===== config.mk =====
export PLATFORM = sky130hd
export DESIGN_NAME = pixel_frame_loader
export DESIGN_NICKNAME = d
export VERILOG_FILES = /design/src/rtl/pixel_pkg.sv /design/src/rtl/pixel_frame_loader.sv
export SDC_FILE = /design/constraint.sdc
export NUM_CORES = 1
export LEC_CHECK = 0
export CAP_MARGIN = 10
export CORE_MARGIN = 2
export CORE_UTILIZATION = 48
export CTS_CLUSTER_DIAMETER = 120
export DETAILED_ROUTE_END_ITERATION = 8
export GPL_ROUTABILITY_DRIVEN = 1
export PLACE_DENSITY = 0.84
export SYNTH_ARGS = -nofsm -noshare
export SYNTH_HDL_FRONTEND = slang
export SYNTH_SLANG_ARGS = --single-unit

===== constraint.sdc =====
create_clock -name clk -period 1.75 [get_ports clk]
set_input_delay 0.2625 -clock clk [delete_from_list [all_inputs] [get_ports clk]]
set_output_delay 0.2625 -clock clk [all_outputs]
set_load 0.05 [all_outputs]

===== src/rtl/pixel_pkg.sv =====
// rtl/pixel_pkg.sv - shared constants and types for the pixel loader and its downstream stages
package pixel_pkg;

  localparam int NPIX   = 9;
  localparam int DATA_W = 20;
  localparam int IDX_W  = $clog2(NPIX);

  typedef enum logic {
    COLLECT = 1'b0,
    FULL    = 1'b1
  } loader_state_e;

endpackage


===== src/rtl/pixel_frame_loader.sv =====
// rtl/pixel_frame_loader.sv - double-buffered serial-to-frame pixel assembler
// Optional pix_last framing check enabled by LOADER_FRAMECHK_EN.
module pixel_frame_loader
  import pixel_pkg::*;
#(
  parameter int CNT_W = 16
) (
  input  logic             clk,
  input  logic             rst,
  input  logic             pix_valid,
  input  logic             pix_data,
  input  logic             pix_last,
  output logic             pix_ready,
  output logic [NPIX-1:0]  frame_x,
  output logic             frame_valid,
  input  logic             frame_ready,
  output logic [CNT_W-1:0] frame_cnt,
  output logic             err,
  input  logic             err_clr
);

  loader_state_e    state_q;
  logic [IDX_W-1:0] idx_q;
  logic [NPIX-1:0]  asm_q;
  logic [NPIX-1:0]  asm_d;
  logic [NPIX-1:0]  frame_q;
  logic             fvalid_q;
  logic [CNT_W-1:0] cnt_q;

  logic accept;
  logic consume;
  logic buf_free;
  logic last_pix;
  logic frame_err;

  assign pix_ready = !rst && (state_q == COLLECT);
  assign accept    = pix_valid && pix_ready;
  assign consume   = fvalid_q && frame_ready;
  assign buf_free  = !fvalid_q || frame_ready;
  assign last_pix  = (idx_q == IDX_W'(NPIX - 1));

  // Assembly register including the pixel on the input this cycle, so a
  // completing frame can move to the output buffer at the same edge.
  always_comb begin
    asm_d        = asm_q;
    asm_d[idx_q] = pix_data;
  end

`ifdef LOADER_FRAMECHK_EN
  logic err_q;

  assign frame_err = accept && (pix_last != last_pix);
  assign err       = err_q;

  // A new error wins over a simultaneous clear.
  always_ff @(posedge clk) begin
    if (rst) begin
      err_q <= 1'b0;
    end else if (frame_err) begin
      err_q <= 1'b1;
    end else if (err_clr) begin
      err_q <= 1'b0;
    end
  end
`else
  logic unused_inputs;

  assign frame_err     = 1'b0;
  assign err           = 1'b0;
  assign unused_inputs = ^{pix_last, err_clr};
`endif

  always_ff @(posedge clk) begin
    if (rst) begin
      state_q  <= COLLECT;
      idx_q    <= '0;
      asm_q    <= '0;
      frame_q  <= '0;
      fvalid_q <= 1'b0;
      cnt_q    <= '0;
    end else begin
      if (consume) begin
        fvalid_q <= 1'b0;
      end
      case (state_q)
        COLLECT: begin
          if (accept) begin
            if (frame_err) begin
              idx_q <= '0;
              asm_q <= '0;
            end else if (last_pix) begin
              idx_q <= '0;
              if (buf_free) begin
                frame_q  <= asm_d;
                fvalid_q <= 1'b1;
                cnt_q    <= cnt_q + CNT_W'(1);
                asm_q    <= '0;
              end else begin
                asm_q   <= asm_d;
                state_q <= FULL;
              end
            end else begin
              asm_q <= asm_d;
              idx_q <= idx_q + IDX_W'(1);
            end
          end
        end
        FULL: begin
          // Held frame moves up as the output buffer is consumed.
          if (consume) begin
            frame_q  <= asm_q;
            fvalid_q <= 1'b1;
            cnt_q    <= cnt_q + CNT_W'(1);
            asm_q    <= '0;
            idx_q    <= '0;
            state_q  <= COLLECT;
          end
        end
      endcase
    end
  end

  assign frame_x     = frame_q;
  assign frame_valid = fvalid_q;
  assign frame_cnt   = cnt_q;

endmodule


ff_map.png
Scale bar: 20 um. Other sequential cells in the stronger grey, the rest of the logic in the fainter grey.
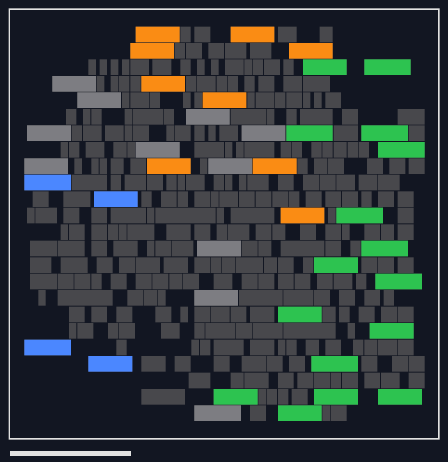
Key: frame_cnt = green [placed flops 16]; idx_q = blue [placed flops 4]; frame_x = orange [placed flops 9, where top middle]
Seq area share: 0.272
Final Util: 0.693
FF+latch area: 815 um^2
Seq power: 0.000919 W

congestion_map.png
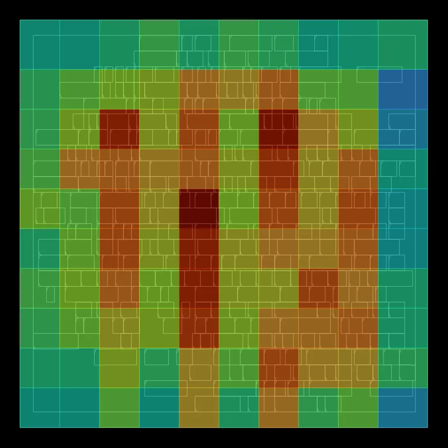
GRT met1 Usage: 0.281
Total GRT Usage: 0.222
grt met3 use: 0.0413

port_trees.png
Scale bar: 20 um.
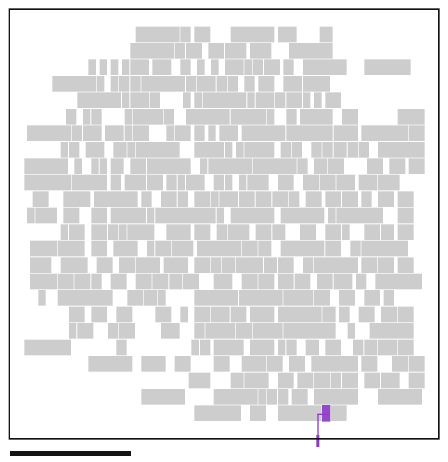
Key: err = purple [bits 1, direction output, end cells 1, wire 5.40 um]
port bufs: 31
I/O Pins: 35

layers.png
Two of the layers only.
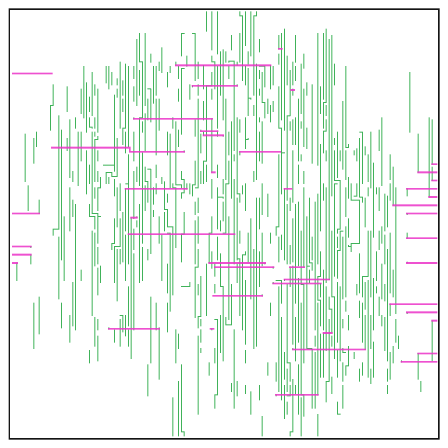
Key: M3 = magenta [wire length 246 um]; M2 = green [wire length 3010 um]
DR vias: 2245
Total Wirelength: 5.95 mm
routed len/inst: 15.8 um

==> CHANGELOG.md <==
### Physical design

* Status: completed
* Count leader, synth: dfxtp_1
* Hpwl dp at between 3 and 4 mm
* Worst path required time at a little under 2000 ps
* Final setup fails at 0
* CTS clock-pin slew for the worst setup and hold paths at 80 ps
* CP max FO at 14
* Worst Hold Depth at 2
* # clk buffers at 7
* Cell Rows at 24
* Layout cells sized above 1 at 0.366
* CTS tree: yes
* Post-CTS setup buffer count at 1
* Initial antenna violation count at 0
* Clk power at around 0.00064 W
* Netlist cell types at 42
* Startpoint types: flip-flop
* Most frequent cells in the layout: buf_4, nand2_1, a21oi_1
* TritonCTS Buffers at 5
* Top class by area: multi-input combinational cells
* EDFF count, synth at 0
* CTS Hold Bufs at 0
* Skew final at 6.09 ps
* Detailed Routing Iterations Pass 1 at 4
* Post-synthesis cell count at 257
Power figures rest on the tool's default switching activity, not on a simulated workload.
